File: src/rtl/csv_pkg.sv
// Shared definitions for the CSV record decoder: character codes, parser
// state encoding, byte classification and the per-byte action bundle.
package csv_pkg;

   localparam logic [7:0] NULL_CHAR = 8'h00;
   localparam logic [7:0] LF_CHAR   = 8'h0A;
   localparam logic [7:0] CR_CHAR   = 8'h0D;
   localparam logic [7:0] COMA_CHAR = 8'h2C;
   localparam logic [7:0] ZERO_CHAR = 8'h30;
   localparam logic [7:0] NINE_CHAR = 8'h39;

   typedef enum logic [2:0] {
      LINE_START = 3'd0,
      IN_FIELD   = 3'd1,
      AFTER_SEP  = 3'd2,
      SKIP_LINE  = 3'd3,
      EOF        = 3'd4
   } csv_state_t;

   typedef enum logic [2:0] {
      BC_DIGIT = 3'd0,
      BC_SEP   = 3'd1,
      BC_LF    = 3'd2,
      BC_CR    = 3'd3,
      BC_NUL   = 3'd4,
      BC_OTHER = 3'd5
   } byte_class_t;

   // What the datapath does with the byte accepted this cycle.
   typedef struct packed {
      logic acc_clear;
      logic acc_step;
      logic store;
      logic emit;
      logic err;
   } csv_action_t;

   function automatic logic is_digit(input logic [7:0] b);
      return (b >= ZERO_CHAR) && (b <= NINE_CHAR);
   endfunction

   // Control characters win over the separator so a misconfigured
   // separator can never swallow LF or NUL.
   function automatic byte_class_t classify_byte(input logic [7:0] b, input logic [7:0] sep);
      byte_class_t c;
      if (b == NULL_CHAR) begin
         c = BC_NUL;
      end else if (b == LF_CHAR) begin
         c = BC_LF;
      end else if (b == CR_CHAR) begin
         c = BC_CR;
      end else if (b == sep) begin
         c = BC_SEP;
      end else if (is_digit(b)) begin
         c = BC_DIGIT;
      end else begin
         c = BC_OTHER;
      end
      return c;
   endfunction

endpackage

File: src/rtl/decimal_accumulator.sv
// Decimal digit accumulator: value <= value*10 + digit, with a sticky
// overflow flag once the true value no longer fits in FIELD_BITS.
module decimal_accumulator #(
   parameter int FIELD_BITS = 20
) (
   input  logic                  clk,
   input  logic                  rst_n,
   input  logic                  clear,
   input  logic                  step,
   input  logic [3:0]            digit,
   output logic [FIELD_BITS-1:0] value,
   output logic                  overflow
);

   // Four extra bits hold value*10+9 for any FIELD_BITS-wide value.
   localparam int WIDE_BITS = FIELD_BITS + 4;

   logic [WIDE_BITS-1:0]  base_s;
   logic [WIDE_BITS-1:0]  next_s;
   logic                  ovf_base_s;
   logic [FIELD_BITS-1:0] value_r;
   logic                  overflow_r;

   // Pick the starting point (fresh field when clear, else running value) and form the next value.
   always_comb begin
      if (clear) begin
         base_s     = {WIDE_BITS{1'b0}};
         ovf_base_s = 1'b0;
      end else begin
         base_s     = {4'd0, value_r};
         ovf_base_s = overflow_r;
      end
      next_s = (base_s * WIDE_BITS'(4'd10)) + {{FIELD_BITS{1'b0}}, digit};
   end

   // Accumulate one digit per step; clear without step just returns to zero.
   always_ff @(posedge clk or negedge rst_n) begin
      if (!rst_n) begin
         value_r    <= {FIELD_BITS{1'b0}};
         overflow_r <= 1'b0;
      end else if (step) begin
         value_r    <= next_s[FIELD_BITS-1:0];
         overflow_r <= ovf_base_s | (next_s[WIDE_BITS-1:FIELD_BITS] != 4'd0);
      end else if (clear) begin
         value_r    <= {FIELD_BITS{1'b0}};
         overflow_r <= 1'b0;
      end
   end

   assign value    = value_r;
   assign overflow = overflow_r;

endmodule

File: src/rtl/csv_record_decoder.sv
// Line-oriented ASCII parser: turns separator-delimited decimal lines into
// packed records, discards malformed lines and counts them.
module csv_record_decoder
   import csv_pkg::*;
#(
   parameter int         NUM_FIELDS   = 2,
   parameter int         FIELD_BITS   = 20,
   parameter logic [7:0] SEPARATOR    = COMA_CHAR,
   parameter int         ERR_CNT_BITS = 16
) (
   input  logic                             clk,
   input  logic                             rst_n,
   input  logic                             inbound_valid,
   output logic                             inbound_ready,
   input  logic [7:0]                       inbound_byte,
   output logic                             record_valid,
   input  logic                             record_ready,
   output logic [NUM_FIELDS*FIELD_BITS-1:0] record_fields,
   output logic                             record_overflow,
   output logic                             end_of_file,
   output logic [ERR_CNT_BITS-1:0]          error_count
);

   localparam int IDX_BITS = (NUM_FIELDS > 1) ? $clog2(NUM_FIELDS) : 1;
   localparam logic [IDX_BITS-1:0]     IDX_LAST = IDX_BITS'(NUM_FIELDS - 1);
   localparam logic [ERR_CNT_BITS-1:0] ERR_MAX  = {ERR_CNT_BITS{1'b1}};

   csv_state_t  state_r;
   csv_state_t  state_next_s;
   byte_class_t class_s;
   csv_action_t act_s;

   logic                                   accept_s;
   logic                                   last_field_s;
   logic                                   line_clear_s;
   logic [IDX_BITS-1:0]                    field_idx_r;
   logic                                   rec_ovf_r;
   logic [NUM_FIELDS-1:0][FIELD_BITS-1:0]  fields_r;
   logic [NUM_FIELDS-1:0][FIELD_BITS-1:0]  rec_data_s;
   logic [FIELD_BITS-1:0]                  acc_value_s;
   logic                                   acc_ovf_s;

   logic                                   record_valid_r;
   logic [NUM_FIELDS*FIELD_BITS-1:0]       record_fields_r;
   logic                                   record_overflow_r;
   logic                                   eof_r;
   logic [ERR_CNT_BITS-1:0]                err_cnt_r;

   // A free output slot, or one being drained this cycle, lets a byte in.
   assign inbound_ready = !record_valid_r || record_ready;
   assign accept_s      = inbound_valid && inbound_ready;
   assign class_s       = classify_byte(inbound_byte, SEPARATOR);
   assign last_field_s  = (field_idx_r == IDX_LAST);
   // Leaving the body of a line (closed, skipped or end of input) drops the partial record.
   assign line_clear_s  = accept_s && (state_next_s != IN_FIELD) && (state_next_s != AFTER_SEP);

   decimal_accumulator #(
      .FIELD_BITS(FIELD_BITS)
   ) u_acc (
      .clk     (clk),
      .rst_n   (rst_n),
      .clear   (act_s.acc_clear),
      .step    (act_s.acc_step),
      .digit   (inbound_byte[3:0]),
      .value   (acc_value_s),
      .overflow(acc_ovf_s)
   );

   // Parser state register.
   always_ff @(posedge clk or negedge rst_n) begin
      if (!rst_n) begin
         state_r <= LINE_START;
      end else begin
         state_r <= state_next_s;
      end
   end

   // Next-state decode for the accepted byte.
   always_comb begin
      state_next_s = state_r;
      if (accept_s) begin
         case (state_r)
            LINE_START, IN_FIELD, AFTER_SEP: begin
               case (class_s)
                  BC_DIGIT: state_next_s = IN_FIELD;
                  BC_SEP:   state_next_s = (state_r == IN_FIELD && !last_field_s) ? AFTER_SEP : SKIP_LINE;
                  BC_LF:    state_next_s = LINE_START;
                  BC_CR:    state_next_s = state_r;
                  BC_NUL:   state_next_s = EOF;
                  default:  state_next_s = SKIP_LINE;
               endcase
            end
            SKIP_LINE: begin
               if (class_s == BC_LF) begin
                  state_next_s = LINE_START;
               end else if (class_s == BC_NUL) begin
                  state_next_s = EOF;
               end else begin
                  state_next_s = SKIP_LINE;
               end
            end
            EOF:     state_next_s = EOF;
            default: state_next_s = LINE_START;
         endcase
      end else begin
         state_next_s = state_r;
      end
   end

   // Datapath actions for the accepted byte: accumulate, store, emit or flag an error.
   always_comb begin
      act_s = '{default: 1'b0};
      if (accept_s) begin
         case (state_r)
            LINE_START, AFTER_SEP: begin
               case (class_s)
                  BC_DIGIT: begin
                     act_s.acc_clear = 1'b1;
                     act_s.acc_step  = 1'b1;
                  end
                  BC_SEP, BC_OTHER: act_s.err = 1'b1;
                  BC_LF, BC_NUL:    act_s.err = (state_r == AFTER_SEP);
                  default:          act_s.err = 1'b0;
               endcase
            end
            IN_FIELD: begin
               case (class_s)
                  BC_DIGIT: act_s.acc_step = 1'b1;
                  BC_SEP: begin
                     if (last_field_s) begin
                        act_s.err = 1'b1;
                     end else begin
                        act_s.store = 1'b1;
                     end
                  end
                  BC_LF: begin
                     if (last_field_s) begin
                        act_s.emit = 1'b1;
                     end else begin
                        act_s.err = 1'b1;
                     end
                  end
                  BC_NUL, BC_OTHER: act_s.err = 1'b1;
                  default:          act_s.err = 1'b0;
               endcase
            end
            SKIP_LINE: act_s.err = (class_s == BC_NUL);
            default:   act_s = '{default: 1'b0};
         endcase
      end else begin
         act_s = '{default: 1'b0};
      end
   end

   // The final field comes straight from the accumulator on the closing LF.
   always_comb begin
      rec_data_s = fields_r;
      rec_data_s[NUM_FIELDS-1] = acc_value_s;
   end

   // Field index, per-record overflow flag and stored fields of the line in progress.
   always_ff @(posedge clk or negedge rst_n) begin
      if (!rst_n) begin
         field_idx_r <= {IDX_BITS{1'b0}};
         rec_ovf_r   <= 1'b0;
         fields_r    <= {(NUM_FIELDS*FIELD_BITS){1'b0}};
      end else begin
         if (line_clear_s) begin
            field_idx_r <= {IDX_BITS{1'b0}};
            rec_ovf_r   <= 1'b0;
         end else if (act_s.store) begin
            field_idx_r <= field_idx_r + IDX_BITS'(1'b1);
            rec_ovf_r   <= rec_ovf_r | acc_ovf_s;
         end
         for (int i = 0; i < NUM_FIELDS; i++) begin
            if (act_s.store && (field_idx_r == IDX_BITS'(i))) begin
               fields_r[i] <= acc_value_s;
            end
         end
      end
   end

   // One-deep output register; a new record may replace one draining in the same cycle.
   always_ff @(posedge clk or negedge rst_n) begin
      if (!rst_n) begin
         record_valid_r    <= 1'b0;
         record_fields_r   <= {(NUM_FIELDS*FIELD_BITS){1'b0}};
         record_overflow_r <= 1'b0;
      end else if (act_s.emit) begin
         record_valid_r    <= 1'b1;
         record_fields_r   <= rec_data_s;
         record_overflow_r <= rec_ovf_r | acc_ovf_s;
      end else if (record_ready) begin
         record_valid_r    <= 1'b0;
      end
   end

   // Sticky end-of-input flag and saturating discarded-line counter.
   always_ff @(posedge clk or negedge rst_n) begin
      if (!rst_n) begin
         eof_r     <= 1'b0;
         err_cnt_r <= {ERR_CNT_BITS{1'b0}};
      end else begin
         if (accept_s && (state_next_s == EOF)) begin
            eof_r <= 1'b1;
         end
         if (act_s.err && (err_cnt_r != ERR_MAX)) begin
            err_cnt_r <= err_cnt_r + ERR_CNT_BITS'(1'b1);
         end
      end
   end

   assign record_valid    = record_valid_r;
   assign record_fields   = record_fields_r;
   assign record_overflow = record_overflow_r;
   assign end_of_file     = eof_r;
   assign error_count     = err_cnt_r;

endmodule

File: config.mk
export PLATFORM = sky130hd
export DESIGN_NAME = csv_record_decoder
export DESIGN_NICKNAME = d
export VERILOG_FILES = /design/src/rtl/csv_pkg.sv /design/src/rtl/decimal_accumulator.sv /design/src/rtl/csv_record_decoder.sv
export SDC_FILE = /design/constraint.sdc
export NUM_CORES = 1
export LEC_CHECK = 0
export CAP_MARGIN = 20
export CORE_MARGIN = 2
export CORE_UTILIZATION = 61
export CTS_CLUSTER_DIAMETER = 150
export DETAILED_ROUTE_END_ITERATION = 8
export GPL_ROUTABILITY_DRIVEN = 0
export PLACE_DENSITY = 0.95
export SYNTH_ARGS = -nofsm -noshare
export SYNTH_HDL_FRONTEND = slang
export SYNTH_SLANG_ARGS = --single-unit
File: constraint.sdc
create_clock -name clk -period 10.2 [get_ports clk]
set_input_delay 2.55 -clock clk [delete_from_list [all_inputs] [get_ports clk]]
set_output_delay 2.55 -clock clk [all_outputs]
set_load 0.02 [all_outputs]
run_1/layers.png
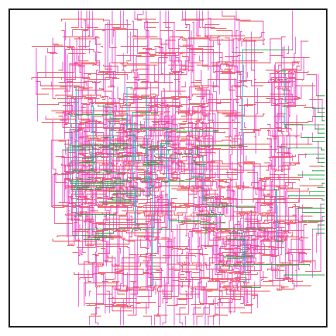
- M4: cyan (wire length 399 µm)
- M1: red (wire length 5,610 µm)
- M3: green (wire length 796 µm)
- M2: magenta (wire length 6,960 µm)

run_1/class_map.png
Fill, decap, tap and diode cells in gray.
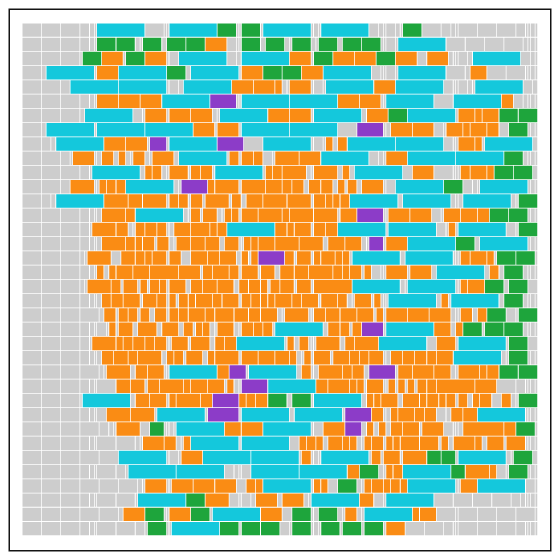
- clock drivers and dummy loads: purple (cells 16; share of their area 2.9%)
- registers: cyan (cells 105; share of their area 38%)
- remaining buffers and delay cells: green (cells 74; share of their area 11%)
- remaining logic cells: orange (cells 442; share of their area 48%)

==> summary.txt, run 1 <==
run results: status completed, metal2 WL 6960 µm, Clk pin slew, worst setup/hold paths 0.10 ns, Multiplexer share 12.2%, Biggest Area Class multi-input combinational cells, syn_area_per_cell 10.6 µm², dpl ws 2.44 ns, CTS max path bufs 2, Post-CTS Resized 0, Dominant comb cell simple AND/OR/NAND/NOR gates, logic area 3260 µm², Post-Synth Simple-Gate Area 16.2%, dominant logic cell types in the final layout 105 x dfrtp_1, 70 x clkdlybuf4s50_1, 62 x mux2_2, worst hold endpoint end_of_file, Commonest Layout Cell dfrtp_1, TNS Setup 0 ns, peak per-stage delay on the critical path 0.58 ns, top-count cell post-synth dfrtp_1, EDFF count, synth 0, Crit path depth 16, Final Hold Violation Tally 0, Synth area leaders dfrtp_1 44%, mux2_2 12%, ha_1 7.7%, DRT Pass-1 Iters 5, vias 4,758, fin worst setup slack 2.52 ns, leakage 3.45 nW, minimum clock period 7.68 ns, clock network share of area 2.84%, CTS tree done, yosys cell count 565, Nets 682, layout clock buffer count 10
run_1/clock_wires.png
Scale bar: 20 µm.
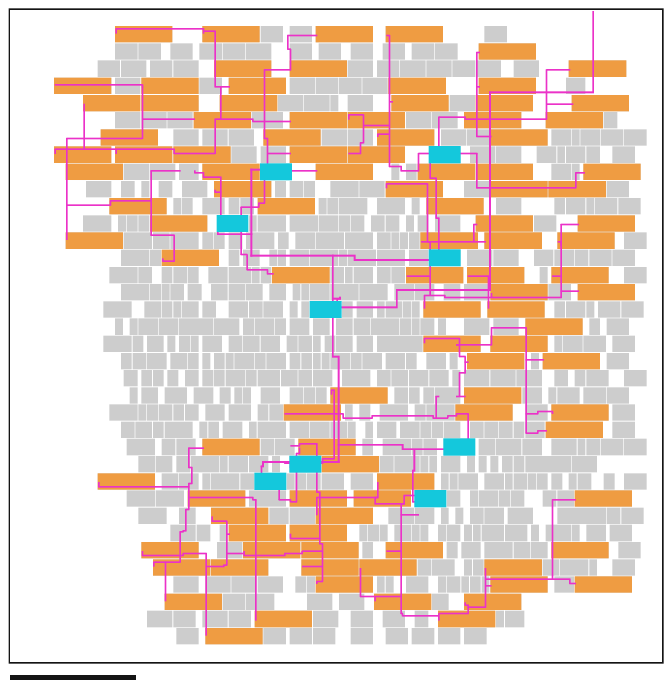
- flip-flops: orange (count 105)
- clock wires: magenta (length 1,170 µm)
- clock-net drivers: cyan (count 9)
- flops lie: all over the die
- routed clock nets: 10
clock skew: 0.0108 ns
Clk pwr share: 33.9%
Insertion Delay late pin: 0.37 ns
Power Clock: 0.000257 W

run_1/placed.png
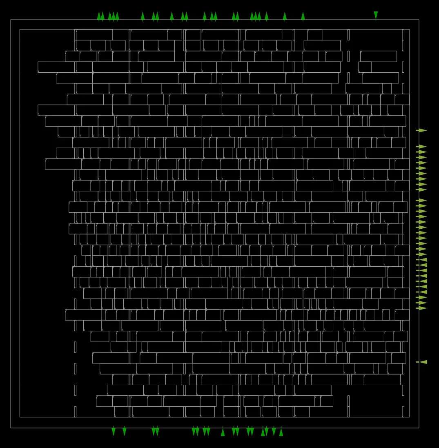

==> run 2, diff against run 1 <==
--- a/config.mk
+++ b/config.mk
@@ -7,11 +7,11 @@
 export LEC_CHECK = 0
 export CAP_MARGIN = 20
 export CORE_MARGIN = 2
-export CORE_UTILIZATION = 61
+export CORE_UTILIZATION = 56
 export CTS_CLUSTER_DIAMETER = 150
 export DETAILED_ROUTE_END_ITERATION = 8
 export GPL_ROUTABILITY_DRIVEN = 0
-export PLACE_DENSITY = 0.95
+export PLACE_DENSITY = 0.92
 export SYNTH_ARGS = -nofsm -noshare
 export SYNTH_HDL_FRONTEND = slang
 export SYNTH_SLANG_ARGS = --single-unit
==> constraint.sdc (replaced) <==
create_clock -name clk -period 7.9 [get_ports clk]
set_input_delay 1.975 -clock clk [delete_from_list [all_inputs] [get_ports clk]]
set_output_delay 1.975 -clock clk [all_outputs]
set_load 0.02 [all_outputs]
run_2/placed.png
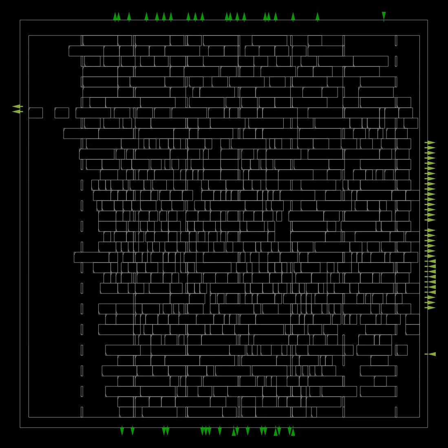
registers: 105
flop share of the area: 37.3%
TAP cells: 136
Final Instance Count excl. Fillers: 773
# rows: 37

==> summary.txt, run 2 <==
run results: status completed, ant diodes 0, yosys cell count 565 (unchanged), clock skew 0.0112 ns (+0.000349 ns), Final Hold Slack 0.492 ns, CTS max path bufs 2 (unchanged), Hold Path Class reg -> reg, clock network share of area 3.18% (+0.34 points), EDFF count, synth 0 (unchanged), M3 GR Usage 4.96%, Clk pin slew, worst setup/hold paths 0.10 ns (about the same), Post-CTS Resized 0 (unchanged), logic area 3260 µm² (unchanged), Synth area leaders dfrtp_1 44%, mux2_2 12%, ha_1 7.7%, Crit path depth 14 (-2), TNS Setup 0 ns (unchanged), Dominant comb cell simple AND/OR/NAND/NOR gates, metal2 WL 6860 µm (-1.4%), Insertion Delay late pin 0.39 ns (+0.02 ns), Switching Power 0.000261 W, layout clock buffer count 9 (-1), CTS tree done, top-count cell post-synth dfrtp_1, peak per-stage delay on the critical path 0.79 ns (+0.21 ns), dpl ws 0.924 ns (-1.52 ns), DRT Pass-1 Iters 4 (-1), dominant logic cell types in the final layout 105 x dfrtp_1, 70 x clkdlybuf4s50_1, 62 x mux2_2, Setup Viol. Count Final 0, largest net degree at the start of global routing 72, fin worst setup slack 1.19 ns (-1.33 ns), Biggest Area Class multi-input combinational cells, minimum clock period 6.71 ns, Commonest Layout Cell dfrtp_1, worst hold endpoint error_count[11], Final Hold Violation Tally 0 (unchanged), Multiplexer share 12.2% (unchanged), leakage 3.47 nW (+0.57%), Clk pwr share 36.9% (+3.0 points)
run_2/pinout.png
Pins as bars across the die edge, other pins in gray.
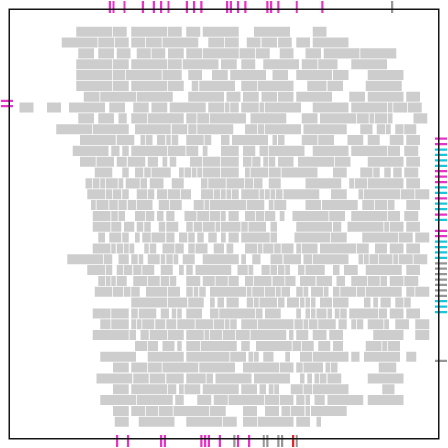
- error_count: cyan (pins 16; direction output; edge east)
- record_fields: magenta (pins 40; direction output; edge 19 north, 10 south, 9 east, 2 west)
- end_of_file: red (pins 1; direction output; edge south)
- all pins by edge: 33 east, 20 north, 17 south, 2 west

Power is estimated from default activity; no workload was simulated.
